--- config.mk ---
export PLATFORM = sky130hd
export DESIGN_NAME = pipe_hazard_ctrl
export DESIGN_NICKNAME = d
export VERILOG_FILES = /design/src/rtl/pipe_hazard_ctrl_pkg.sv /design/src/rtl/pipe_hazard_ctrl_hazard_fwd_unit.sv /design/src/rtl/pipe_hazard_ctrl.sv
export SDC_FILE = /design/constraint.sdc
export NUM_CORES = 1
export LEC_CHECK = 0
export CORE_ASPECT_RATIO = 0.8
export CORE_UTILIZATION = 30
export CTS_CLUSTER_SIZE = 12
export DETAILED_ROUTE_END_ITERATION = 16
export GPL_TIMING_DRIVEN = 1
export HOLD_SLACK_MARGIN = 0.02
export PLACE_DENSITY = 0.66
export SETUP_SLACK_MARGIN = 0.5
export SKIP_CTS_REPAIR_TIMING = 1
export SKIP_LAST_GASP = 1
export SLEW_MARGIN = 20
export SYNTH_ARGS = -nofsm -noshare
export SYNTH_HDL_FRONTEND = slang
export SYNTH_SLANG_ARGS = --single-unit
--- constraint.sdc ---
create_clock -name clk -period 2.9 [get_ports clk]
set_input_delay 0.435 -clock clk [delete_from_list [all_inputs] [get_ports clk]]
set_output_delay 0.435 -clock clk [all_outputs]
set_load 0.005 [all_outputs]
--- src/rtl/pipe_hazard_ctrl_pkg.sv ---
// Shared definitions for the pipeline hazard controller: FSM states,
// forwarding select encodings and the hard-wired zero register index.
package pipe_hazard_ctrl_pkg;

  typedef enum logic [1:0] {
    RUN   = 2'd0,
    DWAIT = 2'd1,
    ERR   = 2'd2
  } state_t;

  localparam logic [1:0] FWD_RF  = 2'b00;
  localparam logic [1:0] FWD_WB  = 2'b01;
  localparam logic [1:0] FWD_MEM = 2'b10;

  localparam logic [4:0] REG_X0 = 5'd0;

endpackage

--- src/rtl/pipe_hazard_ctrl_hazard_fwd_unit.sv ---
// Combinational register-compare logic: EX-stage forwarding selects and the
// load-use hazard detect between the EX load and the decode-stage sources.
module hazard_fwd_unit
  import pipe_hazard_ctrl_pkg::*;
(
  input  logic [4:0] Rs1D,
  input  logic [4:0] Rs2D,
  input  logic [4:0] Rs1E,
  input  logic [4:0] Rs2E,
  input  logic [4:0] RdE,
  input  logic       MemToRegE,
  input  logic [2:0] RegWriteE,
  input  logic [4:0] RdM,
  input  logic [2:0] RegWriteM,
  input  logic [4:0] RdW,
  input  logic [2:0] RegWriteW,
  output logic       load_use,
  output logic [1:0] Forward1E,
  output logic [1:0] Forward2E
);

  logic mem_wr;
  logic wb_wr;

  // A stage can only forward if it writes a real (non-x0) destination.
  always_comb begin
    mem_wr = (RegWriteM != 3'd0) && (RdM != REG_X0);
    wb_wr  = (RegWriteW != 3'd0) && (RdW != REG_X0);
  end

  // Pick the youngest producer per source: MEM result beats WB result.
  always_comb begin
    Forward1E = FWD_RF;
    Forward2E = FWD_RF;
    if (mem_wr && (RdM == Rs1E))      Forward1E = FWD_MEM;
    else if (wb_wr && (RdW == Rs1E))  Forward1E = FWD_WB;
    if (mem_wr && (RdM == Rs2E))      Forward2E = FWD_MEM;
    else if (wb_wr && (RdW == Rs2E))  Forward2E = FWD_WB;
  end

  // A load in EX whose result is needed by the instruction in decode.
  always_comb begin
    load_use = MemToRegE && (RegWriteE != 3'd0) && (RdE != REG_X0) &&
               ((RdE == Rs1D) || (RdE == Rs2D));
  end

endmodule

--- src/rtl/pipe_hazard_ctrl.sv ---
// Hazard and sequencing controller for the 5-stage core: data-memory wait
// FSM with watchdog, stall/flush priority mux, forwarding and stall counter.
module pipe_hazard_ctrl
  import pipe_hazard_ctrl_pkg::*;
#(
  parameter int TIMEOUT_CYCLES = 256,
  parameter int TMO_W          = 9
) (
  input  logic        clk,
  input  logic        rst_n,
  input  logic [4:0]  Rs1D,
  input  logic [4:0]  Rs2D,
  input  logic [4:0]  Rs1E,
  input  logic [4:0]  Rs2E,
  input  logic [4:0]  RdE,
  input  logic        MemToRegE,
  input  logic [2:0]  RegWriteE,
  input  logic        BranchTakenE,
  input  logic [4:0]  RdM,
  input  logic [2:0]  RegWriteM,
  input  logic        MemReqM,
  input  logic        MemReadyM,
  input  logic        InstrReqF,
  input  logic        InstrReadyF,
  input  logic [4:0]  RdW,
  input  logic [2:0]  RegWriteW,
  output logic        StallF,
  output logic        StallD,
  output logic        StallE,
  output logic        StallM,
  output logic        FlushD,
  output logic        FlushE,
  output logic        EnW,
  output logic        ClearW,
  output logic [1:0]  Forward1E,
  output logic [1:0]  Forward2E,
  output logic        BusErr,
  output logic [31:0] StallCnt
);

  localparam logic [TMO_W-1:0] WD_LAST = TMO_W'(TIMEOUT_CYCLES - 1);

  state_t           state;
  logic [TMO_W-1:0] wd_q;
  logic [31:0]      stall_cnt_q;
  logic             load_use;
  logic             dstall;
  logic [1:0]       fwd1;
  logic [1:0]       fwd2;

  hazard_fwd_unit u_fwd (
    .Rs1D      (Rs1D),
    .Rs2D      (Rs2D),
    .Rs1E      (Rs1E),
    .Rs2E      (Rs2E),
    .RdE       (RdE),
    .MemToRegE (MemToRegE),
    .RegWriteE (RegWriteE),
    .RdM       (RdM),
    .RegWriteM (RegWriteM),
    .RdW       (RdW),
    .RegWriteW (RegWriteW),
    .load_use  (load_use),
    .Forward1E (fwd1),
    .Forward2E (fwd2)
  );

  // Data-memory sequencing: wait for ready, trip to ERR when the watchdog expires.
  always_ff @(posedge clk or negedge rst_n) begin
    if (!rst_n) begin
      state  <= RUN;
      wd_q   <= '0;
      BusErr <= 1'b0;
    end else begin
      case (state)
        RUN: begin
          wd_q <= '0;
          if (MemReqM && !MemReadyM) state <= DWAIT;
        end
        DWAIT: begin
          if (MemReadyM) begin
            state <= RUN;
            wd_q  <= '0;
          end else if (wd_q == WD_LAST) begin
            state  <= ERR;
            BusErr <= 1'b1;
          end else begin
            wd_q <= wd_q + 1'b1;
          end
        end
        ERR:     state <= ERR;
        default: state <= RUN;
      endcase
    end
  end

  // Memory stall is decoded from the live ready so the completing cycle advances.
  always_comb begin
    dstall = ((state == RUN) && MemReqM && !MemReadyM) ||
             ((state == DWAIT) && !MemReadyM) ||
             (state == ERR);
  end

  // Priority mux: reset, memory stall, load-use, taken branch, fetch wait.
  always_comb begin
    StallF    = 1'b0;
    StallD    = 1'b0;
    StallE    = 1'b0;
    StallM    = 1'b0;
    FlushD    = 1'b0;
    FlushE    = 1'b0;
    EnW       = 1'b1;
    ClearW    = 1'b0;
    Forward1E = fwd1;
    Forward2E = fwd2;
    if (!rst_n) begin
      FlushD    = 1'b1;
      FlushE    = 1'b1;
      ClearW    = 1'b1;
      Forward1E = FWD_RF;
      Forward2E = FWD_RF;
    end else if (dstall) begin
      StallF = 1'b1;
      StallD = 1'b1;
      StallE = 1'b1;
      StallM = 1'b1;
      ClearW = 1'b1;
    end else if (load_use && !BranchTakenE) begin
      StallF = 1'b1;
      StallD = 1'b1;
      FlushE = 1'b1;
    end else if (BranchTakenE) begin
      FlushD = 1'b1;
      FlushE = 1'b1;
    end else if (InstrReqF && !InstrReadyF) begin
      StallF = 1'b1;
      FlushD = 1'b1;
    end
  end

  // Saturating count of cycles in which fetch was held.
  always_ff @(posedge clk or negedge rst_n) begin
    if (!rst_n)                               stall_cnt_q <= '0;
    else if (StallF && (stall_cnt_q != '1))   stall_cnt_q <= stall_cnt_q + 32'd1;
  end

  assign StallCnt = stall_cnt_q;

endmodule

==> out/results.ini, run 1 <==
[cells_and_area]
clockNetworkAreaShare_pct = 3.45
nFillCells = 837
stdcell_area_um2 = 4350
regArea_um2 = 1100
seq_share_pct = 25.3
layout.nonclk_buf_share_pct = 26.6
area_growth_pct = 54.0
ff_count = 44
layout.area.comb_um2 = 1770
buffers = 117
final_util_pct = 47.8

[run_status]
outcome = completed

[min_path]
hp-class = in -> async

[yosys]
ys_sh_simple_pct = 21.6
synthCells = 289
yosys.stat.seqShare_pct = 39.0
async_reset_ff_share_pct = 100
synth-xor-area-share_pct = 20.5
most_common_cell = xor2_1

[sta]
slew_headroom_pct = 66.5
hold_violations = 0
setup_slack_ns = 0.291
drv_slew = 0
worstMarginPinSlew_ns = 0.489
fin_crit_sh_pct = 90.0
setup_tns_ns = 0

[power]
switchingPower_w = 0.000591
pg_seq_w = 0.000829
p_seq_share_pct = 41.7
combPwrFrac_pct = 29.5
power_frac_clock_pct = 28.8
switching_share_pct = 29.7
pg_comb_w = 0.000586

[setup_path]
worstPathArrival_ns = 2.17
critPathSlowestCell = or4_1
reg2reg_depth = 7
cp_max_fo = 2
startpoint = RdW[3]
crit_chain = clkdlybuf4s50_1 -> buf_4 -> xor2_1 -> or4_1 -> nor4_2 -> dlymetal6s2s_1
crit_buf_inv = 3
r2r_end = StallCnt[19]
cpPeakStageDelay_ns = 0.55

[detailed_routing]
dr_wl_met3_um = 452
drc = 0
ant_nets = 0
viasPerCell = 5.07
first_iter_violations = 174

[flow_run]
drv_cap = 0

[floorplan]
die_area_um2 = 9820
io_pins = 97
die_x_um = 111
nWellTaps = 115

[clock_tree]
path_clk_slew_ns = 0.07
cts_buffer_depth = 2

[global_route]
met3_usage_pct = 3.42
grt.busiest_layer = met2
grt_overflow = 0
grt_pass1_vias = 2475
grt_max_degree = 32
grt_util_met2_pct = 24.9
grt_antenna_before_repair = 0

[placement]
dp.cells = 508
dpl_worst_slack_ns = -0.0828
placed_area_um2 = 4000
place_hpwl_um = 5860

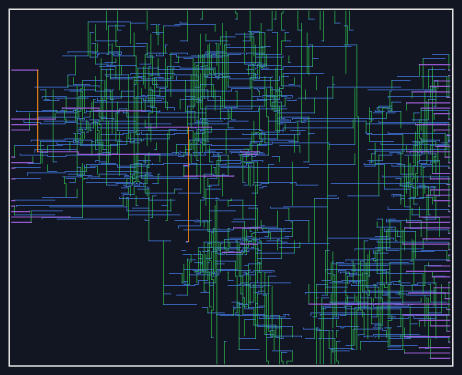
run_1/layers.png
(4 px per µm)
Green shows M2, wire length 3,450 µm. Orange shows M4, wire length 49.0 µm. Blue shows M1, wire length 3,830 µm. Purple shows M3, wire length 452 µm.
routed wire length per instance: 15.0 µm
drt total wl: 7780 µm
GRT Util Overall: 15.6%
DR vias: 2,627

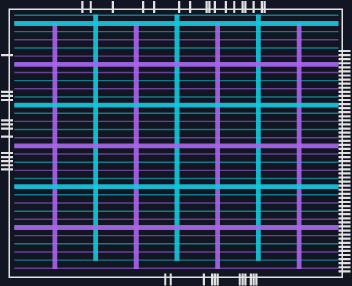
run_1/floorplan.png
(3 px per µm) Pins as bars on the die edge.
Cyan shows VDD. Purple shows VSS.
The core has 31 rows. 32 met1 rails follow the rows. 97 signal pins sit on the boundary. 7 straps on met4.
Worst VDD drop: 0.000383 V
die height: 88.8 µm
Core Region: 9110 µm²

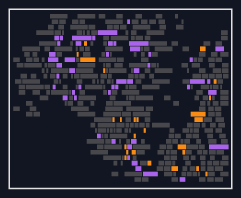
run_1/gates.png
(2 px per µm)
Purple shows aoi and oai cells, cells 48, most used a21oi_1, where spread over the die. Orange shows nor cells, cells 25, most used nor2_1.
final cell count without fillers: 518
most used logic cell in the final layout: clkdlybuf4s50_1
Comb/total area: 40.7%

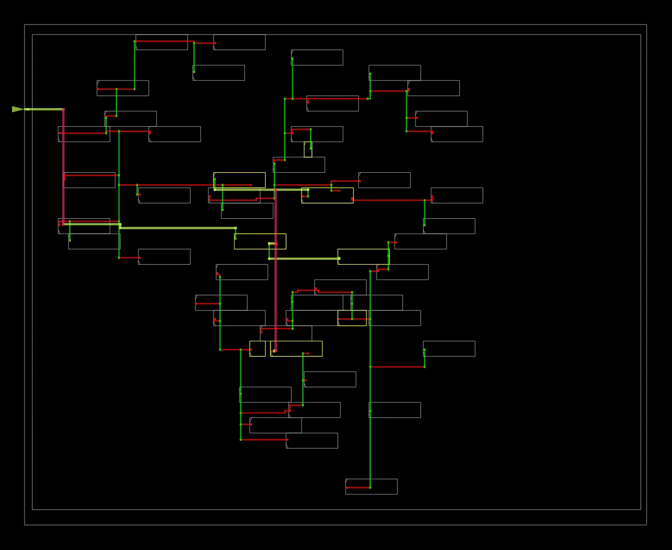
run_1/clock_nets.png
Clk power: 0.000573 W
Worst-Skew Late Latency: 0.28 ns
clock sinks: 44
clk_skew: 0.0110 ns
Num CTS Buffers: 5

run_1/clock_wires.png
(2 px per µm)
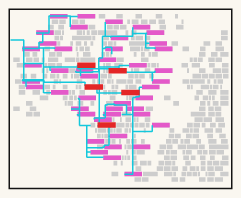

==> run 2, diff against run 1 <==
Settings changed: PLACE_DENSITY 0.66 to 0.61.
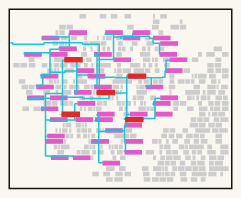
run_2/clock_wires.png
(2 px per µm)
Cyan shows clock wires, length 597 µm. Red shows clock-net drivers, count 5. Magenta shows flip-flops, count 44.
There are 6 routed clock nets.
clock power share: 29.2%
Worst-Skew Late Latency: 0.29 ns
Clk power: 0.000585 W
clk_skew: 0.00775 ns

==> run 2 against run 1 <==
Core utilization unchanged. Combinational power about the same. Sequential share of layout area about the same. Worst hold slack got worse by 0.041 ns. Synthesized area unchanged. Register-to-register slack improved by 0.02 ns. Critical path type unchanged. Largest cell class unchanged. Highest routed layer unchanged.
==> out/results.ini, run 2 <==
[clock_tree]
cts_buffers = 5
root_buffer = clkbuf_16
path_clk_slew_ns = 0.06
cts_buffer_depth = 2
clock-sinks = 44

[power]
combPwrFrac_pct = 29.4
pg_seq_w = 0.000830
switchingPower_w = 0.000587
p_seq_share_pct = 41.4
pg_comb_w = 0.000589
p_int_w = 0.00142
vdd.ir_drop.worst_v = 0.000301
finalPower_w = 0.00200
switching_share_pct = 29.3

[setup_path]
reg2reg_depth = 7
cp-end-kind = output pin
crit_chain = clkdlybuf4s50_1 -> buf_4 -> xor2_1 -> or4_4 -> nor4_4 -> buf_2
worst_setup_path_start_kind = input pin
startpoint = RdW[4]
crit_buf_inv = 3
ff2ff_setup_slack_ns = 0.67
critPathSlowestCell = or4_4
r2r_end = StallCnt[17]
cp_max_fo = 2
critPathTopFamily = simple AND/OR/NAND/NOR gates
r2r-start = StallCnt[0]
worstPathArrival_ns = 2.10
cpPeakStageDelay_ns = 0.53

[yosys]
yosys.stat.seqShare_pct = 39.0
topCombFamilyByArea = simple AND/OR/NAND/NOR gates
synthCells = 289
async_reset_ff_share_pct = 100
ys_sh_simple_pct = 21.6
ys_area_um2 = 2830
ys.flops = 44
synth.area.top_cells = dfrtp_1 39%, xor2_1 14%, xnor2_1 6.2%, a21oi_1 3.5%, nand2_1 3.2%
synth-xor-area-share_pct = 20.5
synth_cell_types = 47
synth_nets = 344
syn_avg_cell_area_um2 = 9.78
top_area_cell = dfrtp_1
most_common_cell = xor2_1

[floorplan]
coreArea_um2 = 9110
floorplan.die.height_um = 88.8
die_area_um2 = 9820
io_pins = 97
nWellTaps = 115
die_x_um = 111

[cells_and_area]
finalNonFillerCells = 517
layout.nonclk_buf_share_pct = 26.4
clockNetworkAreaShare_pct = 3.51
drive_gt1_share_pct = 17.4
nFillCells = 836
stdcell_area_um2 = 4350
layout.area.comb_um2 = 1780
sh_comb_area_pct = 40.8
seq_share_pct = 25.3
final_common_cell = clkdlybuf4s50_1
regArea_um2 = 1100
final_util_pct = 47.8
buffers = 117
area_growth_pct = 54.0
ff_count = 44
diodes = 0

[placement]
dpl_worst_slack_ns = -0.133
io_buffer_count = 95
placed_area_um2 = 3980
place_hpwl_um = 5760
dp.cells = 506
finalWeightedCongestion = 0.881

[global_route]
grt_antenna_before_repair = 0
grt_util_met2_pct = 25.5
grt.busiest_layer = met2
met3_usage_pct = 3.49
grt_max_degree = 32
grt_usage_pct = 16.0
grt_pass1_vias = 2496
grt_overflow = 0

[detailed_routing]
ant_nets = 0
drt-total-wl_um = 7780
dr_wl_met3_um = 381
wl_met2_um = 3560
num_vias = 2543
viasPerCell = 4.92
first_iter_violations = 83
wl_per_cell_um = 15.0
wl_met1_um = 3760
drc = 0

[run_status]
outcome = completed

[min_path]
hp-class = in -> async

[sta]
drv_slew = 0
setup_slack_ns = 0.369
fin_crit_sh_pct = 87.3
hold_violations = 0
setup_tns_ns = 0
setup_violations = 0

[flow_run]
drv_cap = 0

run_2/layers.png
(4 px per µm)
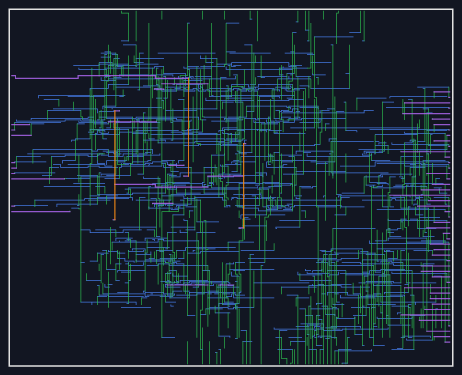

==> run 3, diff against run 2 <==
Settings changed: ABC_AREA set to 1, HOLD_SLACK_MARGIN 0.02 to 0.05, PLACE_DENSITY 0.61 to 0.59, SKIP_LAST_GASP 1 to unset.
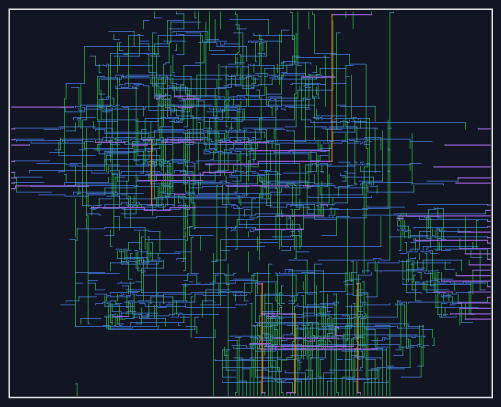
run_3/layers.png
(4 px per µm)
Purple shows M3, wire length 569 µm. Green shows M2, wire length 4,250 µm. Blue shows M1, wire length 4,770 µm. Orange shows M4, wire length 127 µm.
GRT Util Overall: 16.8%
routed wire length per instance: 13.2 µm
DR vias: 3,467

==> run 3 against run 2 <==
Clock skew grew 0.00066 ns. Global-route usage grew 0.83 points. Critical endpoint is now StallE. Sequential share of layout area shrank 1.9 points. Clock power grew 12%. Via count grew 36%. Largest power group unchanged. Clock-buffer cell count shrank 2. Synthesized area grew 19%.
==> out/results.ini, run 3 <==
[sta]
fin_crit_sh_pct = 81.3
slew_headroom_pct = 62.4
setup_slack_ns = 0.543
drv_slew = 0
setup_tns_ns = 0
fin_skew_ns = 0.00842
worstMarginPinSlew_ns = 0.563

[detailed_routing]
ant_nets = 0
drc = 0
first_iter_violations = 167
wl_met2_um = 4250
viasPerCell = 4.71
drt-total-wl_um = 9720
wl_met1_um = 4770

[clock_tree]
cts_buffer_depth = 2
root_buffer = clkbuf_16
cts_buffers = 5
clock_latency_ns = 0.29
path_clk_slew_ns = 0.07
clock-sinks = 44

[power]
pg_seq_w = 0.000700
switching_share_pct = 27.8
vdd.ir_drop.worst_v = 0.000224
finalPower_w = 0.00174
power_frac_clock_pct = 37.6
combPwrFrac_pct = 22.2
switchingPower_w = 0.000483
pg_clk_w = 0.000654
pg_comb_w = 0.000386
p_int_w = 0.00126
p_seq_share_pct = 40.2

[cells_and_area]
sh_comb_area_pct = 42.4
seq_share_pct = 23.4
layout.nonclk_buf_share_pct = 22.1
area_growth_pct = 40.0
clockNetworkAreaShare_pct = 3.64
final_util_pct = 43.2
stdcell_area_um2 = 4710
drive_gt1_share_pct = 8.95
buffers = 101

[yosys]
synth_cell_types = 37
synth.area.top_cells = dfrtp_1 33%, nand2_1 16%, nand3_1 7.0%, xor2_1 6.8%, inv_1 6.4%
most_common_cell = nand2_1
async_reset_ff_share_pct = 100
topCombFamilyByArea = simple AND/OR/NAND/NOR gates
ys.flops = 44
yosys.stat.seqShare_pct = 32.8
ys_sh_simple_pct = 41.4
top_area_cell = dfrtp_1
synth_nets = 549
synth-xor-area-share_pct = 10.7
ys_area_um2 = 3360
synthCells = 494
syn_avg_cell_area_um2 = 6.81

[placement]
io_buffer_count = 95
place_hpwl_um = 7580
dp.cells = 727
finalWeightedCongestion = 0.891

[setup_path]
cpPeakStageDelay_ns = 0.52
startpoint = MemReadyM
critPathTopFamily = buffers and inverters
cp_max_fo = 3
reg2reg_depth = 13
ff2ff_setup_slack_ns = 0.78
crit_buf_inv = 3

[global_route]
grt_util_met2_pct = 25.4
grt_pass1_vias = 3245
grt_overflow = 0
met3_usage_pct = 2.95
grt.busiest_layer = met2
grt_max_degree = 31

[flow_run]
drv_cap = 0

[run_status]
outcome = completed

[floorplan]
io_pins = 97
die_area_um2 = 11600
floorplan.die.height_um = 96.7
nWellTaps = 144
coreArea_um2 = 10900

[min_path]
hp-class = in -> async

No activity file was given, so power comes from the tool's default toggle rates.
